run_1/metal_stack.png
(3 px per um) Only two layers are drawn.
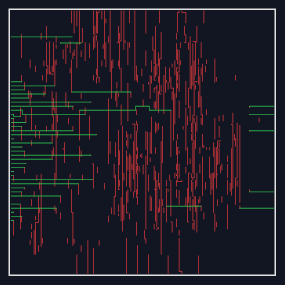
run_1/pins.png
(6 px per um) Pins as bars across the die edge, other pins in gray.
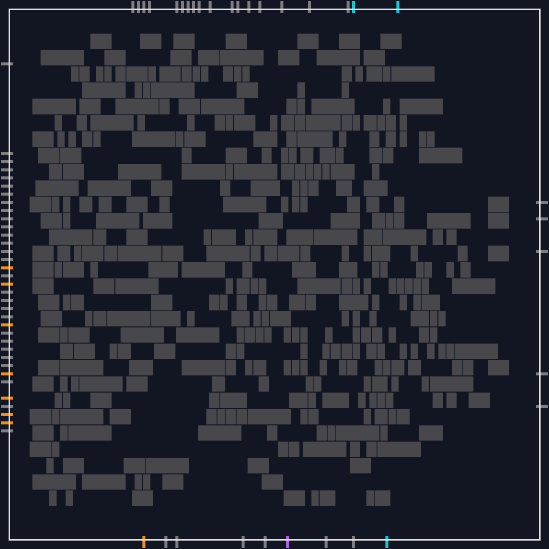
run_1/final_placement.png
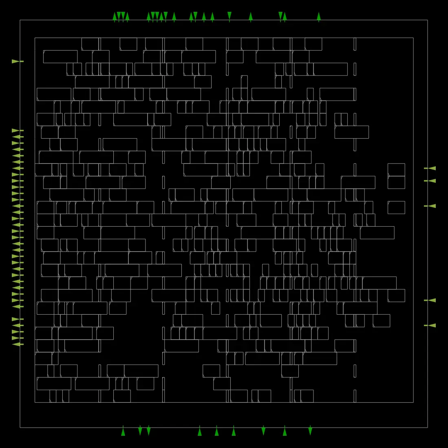
run_1/port_nets.png
(3 px per um)
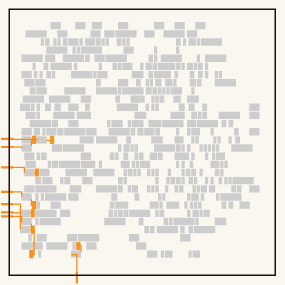
File: config.mk
export PLATFORM = sky130hd
export DESIGN_NAME = dsp_dot_seq_flat
export DESIGN_NICKNAME = d
export VERILOG_FILES = /design/src/rtl/dsp_dot_seq_pkg.sv /design/src/rtl/dsp_dot_seq_if.sv /design/src/rtl/dsp_dot_seq.sv /design/src/flat_wrapper.sv
export SDC_FILE = /design/constraint.sdc
export NUM_CORES = 1
export LEC_CHECK = 0
export ABC_AREA = 1
export CORE_MARGIN = 3
export CORE_UTILIZATION = 34
export CTS_CLUSTER_DIAMETER = 120
export CTS_CLUSTER_SIZE = 40
export DETAILED_ROUTE_END_ITERATION = 6
export GPL_TIMING_DRIVEN = 0
export PLACE_DENSITY = 0.6
export SLEW_MARGIN = 20
export SYNTH_ARGS = -nofsm -noshare
export SYNTH_HDL_FRONTEND = slang
export SYNTH_SLANG_ARGS = --single-unit
File: constraint.sdc
create_clock -name clk -period 3.6 [get_ports clk]
set_clock_uncertainty 0.1 [all_clocks]
set_input_delay 0.36 -clock clk [delete_from_list [all_inputs] [get_ports clk]]
set_output_delay 0.36 -clock clk [all_outputs]
set_load 0.05 [all_outputs]
File: src/rtl/dsp_dot_seq_pkg.sv
// Shared types and constants for the dot-product sequencer and the DSP slice it drives.
package dsp_seq_pkg;

  typedef enum logic [2:0] {
    S_IDLE,
    S_CLEAR,
    S_RUN,
    S_DRAIN,
    S_CAPTURE,
    S_DONE
  } seq_state_t;

  localparam logic [2:0] DSP_MODE_ADD = 3'b001;
  localparam logic [2:0] DSP_MODE_MUL = 3'b010;
  localparam logic [2:0] DSP_MODE_MAC = 3'b100;

  localparam int unsigned CLEAR_CYCLES = 2;
  localparam int unsigned DRAIN_CYCLES = 2;
  localparam int unsigned PHASE_W      = 2;

endpackage

File: src/rtl/dsp_dot_seq_if.sv
// Operand stream and result handshake between a vector source/consumer and the sequencer.
interface dsp_dot_seq_if #(
  parameter int unsigned DWIDTH = 8
) ();
  logic              in_valid;
  logic              in_ready;
  logic [DWIDTH-1:0] in_a;
  logic [DWIDTH-1:0] in_b;
  logic              res_valid;
  logic              res_ready;
  logic [DWIDTH-1:0] res_data;

  modport master (
    output in_valid, in_a, in_b, res_ready,
    input  in_ready, res_valid, res_data
  );

  modport slave (
    input  in_valid, in_a, in_b, res_ready,
    output in_ready, res_valid, res_data
  );
endinterface

File: src/rtl/dsp_dot_seq.sv
// Sequences one dsp_slice through clear / MAC / drain / capture to produce a signed dot product.
module dsp_dot_seq
  import dsp_seq_pkg::*;
#(
  parameter int unsigned DWIDTH = 8,
  parameter int unsigned LEN_W  = 8
) (
  input  logic              clk,
  input  logic              reset,
  input  logic              start,
  input  logic [LEN_W-1:0]  len,
  output logic              busy,
  dsp_dot_seq_if.slave      stream,
  output logic [DWIDTH-1:0] dsp_a_in,
  output logic [DWIDTH-1:0] dsp_b_in,
  output logic              dsp_carry_in,
  output logic [2:0]        dsp_mode,
  input  logic [DWIDTH-1:0] dsp_c_out
);

  seq_state_t         state;
  logic [LEN_W-1:0]   len_q;
  logic [LEN_W-1:0]   cnt;
  logic [PHASE_W-1:0] phase;
  logic [DWIDTH-1:0]  res_data_q;
  logic               res_valid_q;

  assign stream.in_ready  = (state == S_RUN);
  assign stream.res_valid = res_valid_q;
  assign stream.res_data  = res_data_q;
  assign dsp_carry_in     = 1'b0;

  // Outputs are assigned for the state being entered, so they are valid in that state's cycles.
  always_ff @(posedge clk) begin
    if (reset) begin
      state       <= S_IDLE;
      len_q       <= '0;
      cnt         <= '0;
      phase       <= '0;
      res_data_q  <= '0;
      res_valid_q <= 1'b0;
      busy        <= 1'b0;
      dsp_mode    <= DSP_MODE_ADD;
      dsp_a_in    <= '0;
      dsp_b_in    <= '0;
    end else begin
      dsp_a_in <= '0;
      dsp_b_in <= '0;
      case (state)
        S_IDLE: begin
          if (start) begin
            len_q    <= len;
            cnt      <= '0;
            phase    <= '0;
            busy     <= 1'b1;
            dsp_mode <= DSP_MODE_ADD;
            state    <= S_CLEAR;
          end
        end
        S_CLEAR: begin
          if (phase == PHASE_W'(CLEAR_CYCLES - 1)) begin
            phase    <= '0;
            dsp_mode <= DSP_MODE_MAC;
            state    <= (len_q == '0) ? S_DRAIN : S_RUN;
          end else begin
            phase <= phase + PHASE_W'(1);
          end
        end
        S_RUN: begin
          if (stream.in_valid) begin
            dsp_a_in <= stream.in_a;
            dsp_b_in <= stream.in_b;
            cnt      <= cnt + LEN_W'(1);
            if (cnt == len_q - LEN_W'(1)) begin
              phase <= '0;
              state <= S_DRAIN;
            end
          end
        end
        S_DRAIN: begin
          if (phase == PHASE_W'(DRAIN_CYCLES - 1)) begin
            phase <= '0;
            state <= S_CAPTURE;
          end else begin
            phase <= phase + PHASE_W'(1);
          end
        end
        S_CAPTURE: begin
          res_data_q  <= dsp_c_out;
          res_valid_q <= 1'b1;
          dsp_mode    <= DSP_MODE_ADD;
          state       <= S_DONE;
        end
        S_DONE: begin
          if (stream.res_ready) begin
            res_valid_q <= 1'b0;
            busy        <= 1'b0;
            state       <= S_IDLE;
          end
        end
        default: state <= S_IDLE;
      endcase
    end
  end

endmodule
File: src/flat_wrapper.sv
// flat-port wrapper written by rule: the top's interface ports become plain ports
module dsp_dot_seq_flat import dsp_seq_pkg::*;
#(
  parameter int unsigned DWIDTH = 8,
  parameter int unsigned LEN_W  = 8
)
  (clk, reset, start, len, busy, dsp_a_in, dsp_b_in, dsp_carry_in, dsp_mode, dsp_c_out, stream_in_valid, stream_in_a, stream_in_b, stream_res_ready, stream_in_ready, stream_res_valid, stream_res_data);
  dsp_dot_seq_if #(.DWIDTH(DWIDTH)) stream_i ();
  input  logic clk;
  input  logic reset;
  input  logic start;
  input  logic [LEN_W-1:0] len;
  output logic busy;
  output logic [DWIDTH-1:0] dsp_a_in;
  output logic [DWIDTH-1:0] dsp_b_in;
  output logic dsp_carry_in;
  output logic [2:0] dsp_mode;
  input  logic [DWIDTH-1:0] dsp_c_out;
  input wire logic [$bits(stream_i.in_valid)-1:0] stream_in_valid;
  input wire logic [$bits(stream_i.in_a)-1:0] stream_in_a;
  input wire logic [$bits(stream_i.in_b)-1:0] stream_in_b;
  input wire logic [$bits(stream_i.res_ready)-1:0] stream_res_ready;
  output wire logic [$bits(stream_i.in_ready)-1:0] stream_in_ready;
  output wire logic [$bits(stream_i.res_valid)-1:0] stream_res_valid;
  output wire logic [$bits(stream_i.res_data)-1:0] stream_res_data;
  assign stream_i.in_valid = stream_in_valid;
  assign stream_i.in_a = stream_in_a;
  assign stream_i.in_b = stream_in_b;
  assign stream_i.res_ready = stream_res_ready;
  assign stream_in_ready = stream_i.in_ready;
  assign stream_res_valid = stream_i.res_valid;
  assign stream_res_data = stream_i.res_data;
  dsp_dot_seq #(.DWIDTH(DWIDTH), .LEN_W(LEN_W)) u_core (.clk(clk), .reset(reset), .start(start), .len(len), .busy(busy), .stream(stream_i), .dsp_a_in(dsp_a_in), .dsp_b_in(dsp_b_in), .dsp_carry_in(dsp_carry_in), .dsp_mode(dsp_mode), .dsp_c_out(dsp_c_out));
endmodule
==> flow_metrics.env, run 1 <==
# physical design summary
export IMPL_status="finished, final reports clean"
export IMPL_final_nets=423
export IMPL_power_density_nw_per_um2=576
export IMPL_slew_headroom=0.652
export IMPL_post_cts_buffers=0
export IMPL_cp_arrival_ns=1.91
export IMPL_syn_to_final_growth_pct=36.6
export IMPL_antenna_found_initial=0
export IMPL_worstPathCellList="buf_6 -> nor3_4 -> clkdlybuf4s50_1"
export IMPL_critical_path_endpoint_type="output pin"
export IMPL_syn_inst=312
export IMPL_fp_utilization=0.355
export IMPL_total_leakage_power_nw=1.34
export IMPL_period_minus_slack_ns=2.37
export IMPL_hold_viol_final=0
export IMPL_use_met1=0.199
export IMPL_cts_resized=0
export IMPL_syn_area_per_cell_sq_um=7.36
export IMPL_crit_fanout=8
export IMPL_ys_cells=312
export IMPL_drc=0
export IMPL_log_warning_count=26
export IMPL_crit_start="u_core.state[0]"
export IMPL_ff_type="dfxtp_1"
export IMPL_cpMaxStageDelayCell="clkdlybuf4s50_1"
export IMPL_layout_top_cell="clkdlybuf4s50_1"
export IMPL_first_iter_violations=104
export IMPL_route_detailed_wl_per_inst_um=11.4
export IMPL_hpwl_um=4050
export IMPL_grt_pass1_vias=1946
export IMPL_period_used=0.658
export IMPL_cts_buffer_depth=2
export IMPL_grt_first_pass_wirelength_um=9020
export IMPL_top_usage_layer="met2"
export IMPL_critPathBufInv=2
export IMPL_crit_family="buffers and inverters"
export IMPL_ys_chip_area_sq_um=2300
export IMPL_drv_slew=0
export IMPL_clk_pin_slew_worst_paths_ns=0.10
export IMPL_drt_pass1_iterations=4
export IMPL_grt_use_met2=0.215
export IMPL_viasPerCell=4.49
export IMPL_yosysUniqueCellTypes=34
export IMPL_fin_tns_setup_ns=0
export IMPL_yosys_warnings=0
export IMPL_rsz0062_at_grt="no"
export IMPL_use_met3=0.0593
export IMPL_chipArea_sq_um=7770
export IMPL_drive_above_1_share=0.151
export IMPL_worst_slew_pin_slew_ns=0.520
export IMPL_edf_count=0
export IMPL_crit_required_ns=3.14
export IMPL_ant_nets=0
export IMPL_r2r_start="u_core.len_q[0]"
export IMPL_fmax_mhz=422
export IMPL_syn_area_sq_um=2300
export IMPL_cap_viol_max_count=0
export IMPL_clk_latency_ns=0.30
export IMPL_grt_max_degree=17
export IMPL_ctsRootBufferMaster="clkbuf_8"
export IMPL_hold_buffers=0
export IMPL_ys_ff=49
export IMPL_cts_max_level=2
export IMPL_gp_congestion=0.863
export IMPL_startpoint_type="register"
export IMPL_ir_worst_vdd_uv=269
export IMPL_worstSetupPathType="register to output pin"
export IMPL_max_stage_delay_ns=0.86
export IMPL_async_reset_ff_frac=0
export IMPL_min_from="reset"
export IMPL_grt_overflow_total=0
export IMPL_numCtsBuffers=5
export IMPL_final_cell_mix="clkdlybuf4s50_1, nand2_1, dfxtp_1"
export IMPL_cts_tree="yes"
export IMPL_setup_violations=0
export IMPL_dp_cells=454
export IMPL_ys_seq_share=0.427
export IMPL_clock_sinks=49
export IMPL_antennaDiodeCount=0
export IMPL_hold_path_class="input pin to register"
About metal_stack.png:
legend:
  met2:
    color: red
    wire_length: 2240 um
  met3:
    color: green
    wire_length: 477 um
Tot GR Track Use: 0.145
Via Count: 2075
Routed WL: 5280 um

About pins.png:
legend:
  stream_in_a:
    color: orange
    pins: 8
    direction: input
    edge: 7 left, 1 bottom
  dsp_mode:
    color: cyan
    pins: 3
    direction: output
    edge: 2 top, 1 bottom
  stream_in_valid:
    color: purple
    pins: 1
    direction: input
    edge: bottom
Chip Width: 88.2 um
Die H: 88.2 um
IO Port Bufs: 64

About final_placement.png:
num rows: 29
filler instances: 652
Core Area: 6460 sq um
flop count: 49
post-route insts no fill: 462

About port_nets.png:
legend:
  stream_in_a:
    color: orange
    bits: 8
    direction: input
    end_cells: 8
    buffers: 8
    wire: 75.3 um
I/O Pins: 68

## run 1: layout make-up
class                           instances  area (sq um)
Multi-Input combinational cell        210          1070
Timing Repair Buffer                   64           641
Inverter                               44           168
Clock inverter                          2          16.3
Clock buffer                            6          82.6
Fill cell                             652          3320
Sequential cell                        49           981
Buffer                                 10          85.1
Tap cell                               77          96.3
## run 1: registers in the layout, indices dropped and copies added, names as in the netlist
register                 flops
u_core.phase                 2
u_core.cnt                   8
u_core.len_q                 8
u_core.busy                  1
u_core.dsp_mode              2
u_core.dsp_b_in              8
u_core.stream.res_data       8
u_core.dsp_a_in              8
u_core.state                 3
u_core.stream.res_valid      1
## run 1: cell families after synthesis
| kind of cell | Yosys count | share of synthesized area |
|---|---|---|
| adders and majority gates | 2 | 0.0109 |
| AOI/OAI and AO/OA | 44 | 0.104 |
| DFF | 49 | 0.427 |
| xor gates and xnor gates | 5 | 0.0191 |
| buffers and inverters | 54 | 0.110 |
| and+or+nand+nor | 157 | 0.328 |
| other | 1 | 0.00163 |
## run 1: power breakdown
part	total (mW)	internal [mW]	switching, mW	leakage (nW)
combinational	0.784	0.300	0.484	0.895
clock	0.355	0.159	0.196	0.0478
sequential	0.667	0.609	0.0577	0.398
## run 1: stage by stage
stage | total power, mW | worst slack, ns | util | instance area (sq um) | hold slack [ns]
finish | 1.80 | 1.23 | 0.485 | 3140 | 0.272
CTS | 1.83 | 1.20 | 0.485 | 3140 | 0.274
global route | 1.95 | 1.16 | 0.485 | 3140 | 0.307
floorplan | 1.27 | 1.88 | - | 2300 | 0.322
detailed placement | 1.47 | 1.54 | 0.470 | 3040 | 0.345
global placement | 1.47 | 1.56 | 0.470 | 3040 | 0.339
## run 1: path summary, 6_finish.rpt
kind / endpoint / slack (ns) / cells after the start
worst max-delay path: stream_in_ready / 1.23 / 3
worst min-delay path: u_core.dsp_mode[2] / 0.27 / 2
worst max register to register: u_core.state[0] / 1.74 / 12
worst min register to register: u_core.phase[1] / 0.36 / 2
## run 1: metal layers
| metal | part of all wire | vias up |
|---|---|---|
| li1 | - | 1131 |
| met1 | 0.48 | 895 |
| met2 | 0.42 | 47 |
| met3 | 0.090 | 2 |
| met4 | 0.0034 | 0 |
| met5 | 0 | - |
## run 1: Yosys cell counts (3+ instances only)
library cell | instances | area [sq um]
xnor2_1 | 3 | 26.3
nand3_1 | 18 | 90.1
nor2_1 | 48 | 180
a21oi_1 | 20 | 100
nand2_1 | 53 | 199
o21ai_0 | 18 | 90.1
nor3_1 | 4 | 20.0
nor2_2 | 14 | 87.6
nand2_2 | 6 | 37.5
inv_1 | 32 | 120
buf_6 | 5 | 56.3
dfxtp_1 | 49 | 981
inv_2 | 11 | 41.3
--- run 2 (diff from run 1) ---
clock period = 2.5 ns   (was 3.6 ns; I/O delays follow)
run_2/pins.png
(6 px per um) Pins as bars across the die edge, other pins in gray.
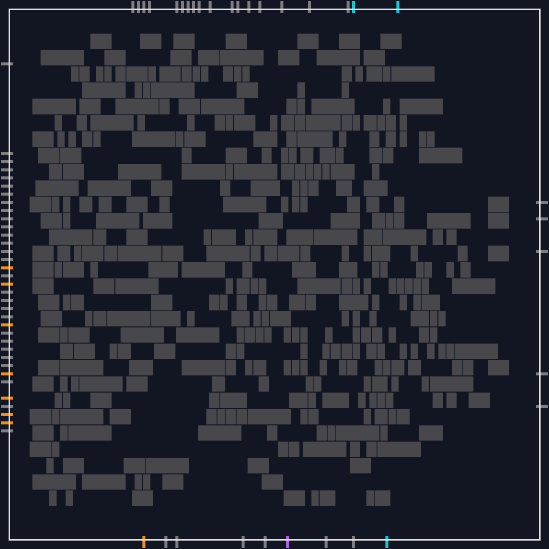
legend:
  stream_in_a:
    color: orange
    pins: 8
    direction: input
    edge: 7 left, 1 bottom
  dsp_mode:
    color: cyan
    pins: 3
    direction: output
    edge: 2 top, 1 bottom
  stream_in_valid:
    color: purple
    pins: 1
    direction: input
    edge: bottom
all pins by edge: 35 left, 19 top, 9 bottom, 5 right

run_2/metal_stack.png
(3 px per um) Only two layers are drawn.
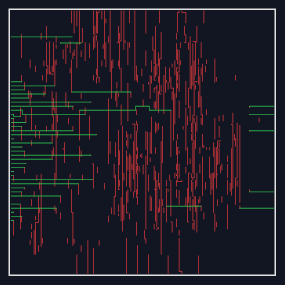
legend:
  met3:
    color: green
    wire_length: 477 um
  met2:
    color: red
    wire_length: 2240 um
drt wl/cell: 11.4 um

==> flow_metrics.env, run 2 <==
# physical design summary
export IMPL_grt_first_pass_wirelength_um=9020
export IMPL_critical_path_endpoint_type="output pin"
export IMPL_wl_met3_um=477
export IMPL_post_cts_buffers=0
export IMPL_ys_seq_share=0.427
export IMPL_fin_area_sq_um=3140
export IMPL_reg2reg_depth=12
export IMPL_portBuffers=64
export IMPL_post_route_util=0.485
export IMPL_drc=0
export IMPL_cts_buffer_depth=2
export IMPL_cp_arrival_ns=1.91
export IMPL_logic_family="simple AND/OR/NAND/NOR gates"
export IMPL_gp_congestion=0.863
export IMPL_min_to="u_core.dsp_mode[2]"
export IMPL_grt_usage=0.145
export IMPL_clock_sinks=49
export IMPL_syn_inst=312
export IMPL_synth_xor_area_share=0.0191
export IMPL_hold_path_class="input pin to register"
export IMPL_setup_violations=0
export IMPL_fmax_mhz=442
export IMPL_r2r_setup_slack_ns=0.64
export IMPL_yosysUniqueCellTypes=34
export IMPL_dp_cells=454
export IMPL_worstSetupPathType="register to output pin"
export IMPL_worst_slew_pin_slew_ns=0.520
export IMPL_total_power_mw=2.60
export IMPL_yosys_area_top_type_share=0.427
export IMPL_wl_met1_um=2540
export IMPL_drt_pass1_iterations=4
export IMPL_final_nets=423
export IMPL_die_h_um=88.2
export IMPL_hold_buffers=0
export IMPL_top_area_cell="dfxtp_1"
export IMPL_power_density_nw_per_um2=829
export IMPL_first_iter_violations=104
export IMPL_drive_above_1_share=0.151
export IMPL_area_leaders="dfxtp_1, nand2_1, nor2_1, inv_1, a21oi_1"
export IMPL_ctsRootBufferMaster="clkbuf_8"
export IMPL_final_cell_mix="clkdlybuf4s50_1, nand2_1, dfxtp_1"
export IMPL_yosysMostFrequentCell="nand2_1"
export IMPL_grt_pass1_vias=1946
export IMPL_fin_tns_setup_ns=0
export IMPL_edf_count=0
export IMPL_fin_ws_ns=0.240
export IMPL_dr_total_vias=2075
export IMPL_hold_path_depth=2
export IMPL_syn_area_sq_um=2300
export IMPL_chipArea_sq_um=7770
export IMPL_syn_to_final_growth_pct=36.6
export IMPL_compound_area_frac=0.104
export IMPL_cpMaxStageDelayCell="clkdlybuf4s50_1"
export IMPL_wl_met2_um=2240
export IMPL_rsz0062_at_grt="no"
export IMPL_log_warning_count=26
export IMPL_crit_fanout=8
export IMPL_grt_overflow_total=0
export IMPL_fin_cells=462
export IMPL_syn_area_per_cell_sq_um=7.36
export IMPL_total_leakage_power_nw=1.34
export IMPL_status="finished, final reports clean"
export IMPL_core_area_sq_um=6460
export IMPL_synth_adder_area_share=0.0109
export IMPL_viasPerCell=4.49
export IMPL_yosys_area_share_simple=0.328
export IMPL_num_rows=29
export IMPL_r2r_start="u_core.len_q[0]"
export IMPL_place_area_sq_um=3040
export IMPL_crit_start="u_core.state[0]"
export IMPL_ys_chip_area_sq_um=2300
export IMPL_num_fill_cells=652
export IMPL_ys_ff=49
export IMPL_ir_worst_vdd_uv=387
export IMPL_cts_resized=0
export IMPL_cts_tree="yes"
export IMPL_place_ws_ns=0.553
export IMPL_timing_rr_end="u_core.state[0]"
export IMPL_antennaDiodeCount=0
export IMPL_ant_nets=0
export IMPL_mux_share=0
export IMPL_fin_hold_ws_ns=0.162
export IMPL_drv_slew=0
export IMPL_cts_max_level=2
export IMPL_async_reset_ff_frac=0
export IMPL_regArea_sq_um=981
export IMPL_period_minus_slack_ns=2.26
export IMPL_cap_viol_max_count=0
export IMPL_ff_type="dfxtp_1"
export IMPL_max_stage_delay_ns=0.86
export IMPL_hpwl_um=4050
export IMPL_grt_max_degree=17
export IMPL_routed_top_layer="met4"
export IMPL_period_used=0.904
export IMPL_yosys_warnings=0
export IMPL_yosys_top_cells_count="nand2_1, dfxtp_1, nor2_1"
export IMPL_startpoint_type="register"
export IMPL_logic_area_sq_um=1070
export IMPL_min_from="reset"
export IMPL_numCtsBuffers=5
export IMPL_crit_required_ns=2.15
export IMPL_fp_utilization=0.355
export IMPL_layout_top_cell="clkdlybuf4s50_1"
export IMPL_io_pins=68
export IMPL_drt_total_wl_um=5280
export IMPL_clk_pin_slew_worst_paths_ns=0.10
export IMPL_ys_cells=312
## run 2: worst max-delay path, delay by kind of cell, from the launching register on
kind | cells | cell delay (ns)
AND/OR/NAND/NOR | 1 | 0.29
flip-flops | 1 | 0.32
buffers and inverters | 2 | 1.00
## run 2: worst max-delay path by stage
stage,to,slack [ns],depth (start not counted)
global placement,stream_in_ready,0.57,3
finish,stream_in_ready,0.24,3
CTS,stream_in_ready,0.21,3
floorplan,u_core.cnt[6],0.78,7
global route,stream_in_ready,0.17,2
detailed placement,stream_in_ready,0.55,3
## run 2: cell families (layout without fill, tap and decap cells)
group,after synthesis,after routing
AND-OR/OR-AND,44,44
XOR/XNOR,5,5
adder cells (fa/ha/maj),2,2
buffers and inverters,54,126
flip-flops,49,49
other,1,2
AND/OR/NAND/NOR,157,157
## run 2: area by class of cell
type,instances,area share
inverters,44,0.0535
clock buffers,6,0.0263
repair buffers,64,0.204
flip-flops and latches,49,0.313
clock inverters,2,0.00519
plain buffers,10,0.0271
multi-input cells,210,0.340
well taps,77,0.0307
## run 2: power breakdown
group	internal (mW)	total (mW)	switching (mW)	leakage, nW
clock network	0.228	0.511	0.282	0.0478
logic	0.431	1.13	0.697	0.895
registers	0.877	0.960	0.0830	0.398
total	1.54	2.60	1.06	1.34
## run 2: metal layers
metal  track usage  vias up
li1              -     1131
met2         0.215       47
met1         0.199      895
met5             0        -
met4        0.0288        0
met3        0.0593        2
run_2/met2.png
(6 px per um)
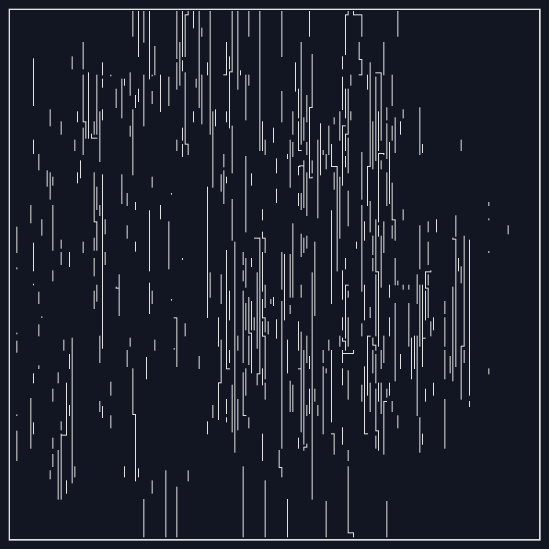

--- run 3 (diff from run 2) ---
--- a/config.mk
+++ b/config.mk
@@ -8,3 +8,3 @@
 export ABC_AREA = 1
-export CORE_MARGIN = 3
+export CORE_MARGIN = 4
 export CORE_UTILIZATION = 34
--- a/constraint.sdc
+++ b/constraint.sdc
@@ -4,2 +4,2 @@
 set_output_delay 0.25 -clock clk [all_outputs]
-set_load 0.05 [all_outputs]
+set_load 0.01 [all_outputs]
run_3/met2.png
(4 px per um)
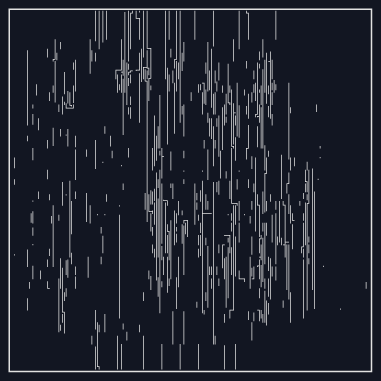
wire length on this layer: 2390 um
share of all routed wire: 44%
nets with wire on the layer: 316

run_3/metal_stack.png
(3 px per um) Only two layers are drawn.
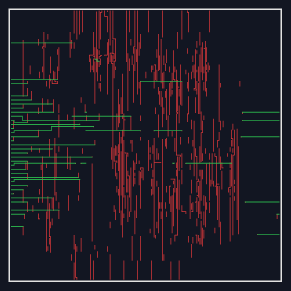
Tot GR Track Use: 0.141
drt wl/cell: 11.8 um
Via Count: 2083
Routed WL: 5440 um

==> flow_metrics.env, run 3 <==
# physical design summary
export IMPL_critical_path_endpoint_type="output pin"
export IMPL_clk_pin_slew_worst_paths_ns=0.09
export IMPL_syn_to_final_growth_pct=36.0
export IMPL_cpMaxStageDelayCell="clkdlybuf4s50_1"
export IMPL_cap_viol_max_count=0
export IMPL_ys_ff=49
export IMPL_fin_tns_setup_ns=0
export IMPL_syn_inst=312
export IMPL_portBuffers=64
export IMPL_pwr_share_comb=0.416
export IMPL_ys_seq_share=0.427
export IMPL_total_leakage_power_nw=1.33
export IMPL_reg2reg_depth=12
export IMPL_slew_headroom=0.642
export IMPL_ir_worst_vdd_uv=403
export IMPL_startpoint_type="register"
export IMPL_switching_share=0.384
export IMPL_max_stage_delay_ns=0.60
export IMPL_antenna_found_initial=0
export IMPL_antennaDiodeCount=0
export IMPL_rsz0062_at_grt="no"
export IMPL_fmax_mhz=506
export IMPL_drt_pass1_iterations=4
export IMPL_pwr_share_seq=0.395
export IMPL_ctsRootBufferMaster="clkbuf_8"
export IMPL_internal_power_mw=1.50
export IMPL_top_area_cell="dfxtp_1"
export IMPL_die_h_um=90.2
export IMPL_critPathBufInv=2
export IMPL_power_switching_mw=0.936
export IMPL_layout_top_cell="clkdlybuf4s50_1"
export IMPL_fp_utilization=0.355
export IMPL_grt_first_pass_wirelength_um=9510
export IMPL_period_used=0.790
export IMPL_ant_nets=0
export IMPL_yosys_top_cells_count="nand2_1, dfxtp_1, nor2_1"
export IMPL_drive_above_1_share=0.148
export IMPL_cts_tree="yes"
export IMPL_grt_overflow_total=0
export IMPL_io_pins=68
export IMPL_viasPerCell=4.52
export IMPL_status="finished, final reports clean"
export IMPL_power_density_nw_per_um2=781
export IMPL_yosys_area_top_type_share=0.427
export IMPL_numCtsBuffers=5
export IMPL_yosys_warnings=0
export IMPL_period_minus_slack_ns=1.98
export IMPL_async_reset_ff_frac=0
export IMPL_hpwl_um=4180
export IMPL_log_warning_count=26
export IMPL_clk_latency_ns=0.30
export IMPL_setup_violations=0
export IMPL_cp_arrival_ns=1.63
export IMPL_yosysMostFrequentCell="nand2_1"
export IMPL_worst_slew_pin_slew_ns=0.537
export IMPL_yosysUniqueCellTypes=34
export IMPL_syn_area_per_cell_sq_um=7.36
export IMPL_crit_required_ns=2.15
export IMPL_num_rows=29
export IMPL_cts_buffer_depth=2
export IMPL_hold_viol_final=0
export IMPL_grt_pass1_vias=2013
export IMPL_core_area_sq_um=6460
export IMPL_hold_path_class="input pin to register"
export IMPL_hold_buffers=0
export IMPL_crit_cells=3
export IMPL_hold_path_depth=2
export IMPL_p_clk_frac=0.190
export IMPL_ys_cells=312
export IMPL_cts_resized=0
export IMPL_area_leaders="dfxtp_1, nand2_1, nor2_1, inv_1, a21oi_1"
export IMPL_drv_slew=0
export IMPL_edf_count=0
export IMPL_post_cts_buffers=0
export IMPL_final_nets=423
export IMPL_fin_cells=461
export IMPL_grt_max_degree=16
export IMPL_crit_family="buffers and inverters"
export IMPL_worstPathCellList="buf_6 -> nor3_4 -> clkdlybuf4s50_1"
export IMPL_ys_chip_area_sq_um=2300
export IMPL_die_w_um=90.2
export IMPL_chipArea_sq_um=8130
export IMPL_first_iter_violations=99
export IMPL_dp_cells=454
export IMPL_drc=0
export IMPL_final_cell_mix="clkdlybuf4s50_1, nand2_1, dfxtp_1"
export IMPL_worstSetupPathType="register to output pin"
export IMPL_cts_max_level=2
export IMPL_total_power_mw=2.44
export IMPL_gp_congestion=0.841
export IMPL_ff_type="dfxtp_1"
export IMPL_clock_sinks=49
export IMPL_crit_fanout=8
export IMPL_syn_area_sq_um=2300
-- run 3: cell type report --
type                    count  area (sq um)
clock inverters             2          16.3
flip-flops and latches     49           981
fillers                   672          3340
multi-input cells         210          1070
well taps                  77          96.3
clock buffers               5          68.8
repair buffers             64           641
plain buffers              10          85.1
inverters                  44           168
-- run 3: power groups by stage --
stage               Combinational (mW)  Sequential (mW)  Clock, mW
finish                            1.01            0.962      0.463
global route                      1.16            0.973      0.519
CTS                               1.02            0.961      0.484
detailed placement                1.02            0.978          0
global placement                  1.01            0.977          0
floorplan                        0.720            0.980          0
-- run 3: worst paths after layout --
check | from | to | slack [ns]
max | u_core.state[0] | stream_in_ready | 0.52
min | reset | u_core.stream.res_valid | 0.17
max reg2reg | u_core.len_q[0] | u_core.state[0] | 0.65
min reg2reg | u_core.phase[1] | u_core.phase[1] | 0.35
-- run 3: cell families (layout without fill, tap and decap cells) --
| group | after synthesis | in the layout | synth area share |
|---|---|---|---|
| xor gates and xnor gates | 5 | 5 | 0.0191 |
| other | 1 | 2 | 0.00163 |
| DFF | 49 | 49 | 0.427 |
| AOI/OAI and AO/OA | 44 | 44 | 0.104 |
| buffers and inverters | 54 | 125 | 0.110 |
| adders and majority gates | 2 | 2 | 0.0109 |
| and+or+nand+nor | 157 | 157 | 0.328 |
-- run 3: metrics by stage --
stage / setup WS (ns) / cell area (sq um) / utilization / hold slack, ns
3_3_place_gp: 0.682 / 3040 / 0.470 / 0.339
3_5_place_dp: 0.670 / 3040 / 0.470 / 0.342
5_1_grt: 0.421 / 3120 / 0.483 / 0.189
6_report: 0.524 / 3120 / 0.483 / 0.174
4_1_cts: 0.494 / 3120 / 0.483 / 0.168
2_1_floorplan: 0.886 / 2300 / - / 0.262
-- run 3: routing by layer --
| layer | vias to the layer above | routed length [um] | global-route usage |
|---|---|---|---|
| li1 | 1118 | - | - |
| met1 | 907 | 2470 | 0.174 |
| met2 | 51 | 2390 | 0.222 |
| met3 | 7 | 529 | 0.0659 |
| met4 | 0 | 52 | 0.0344 |
| met5 | - | 0 | 0 |
Power figures rest on the tool's default switching activity, not on a simulated workload.
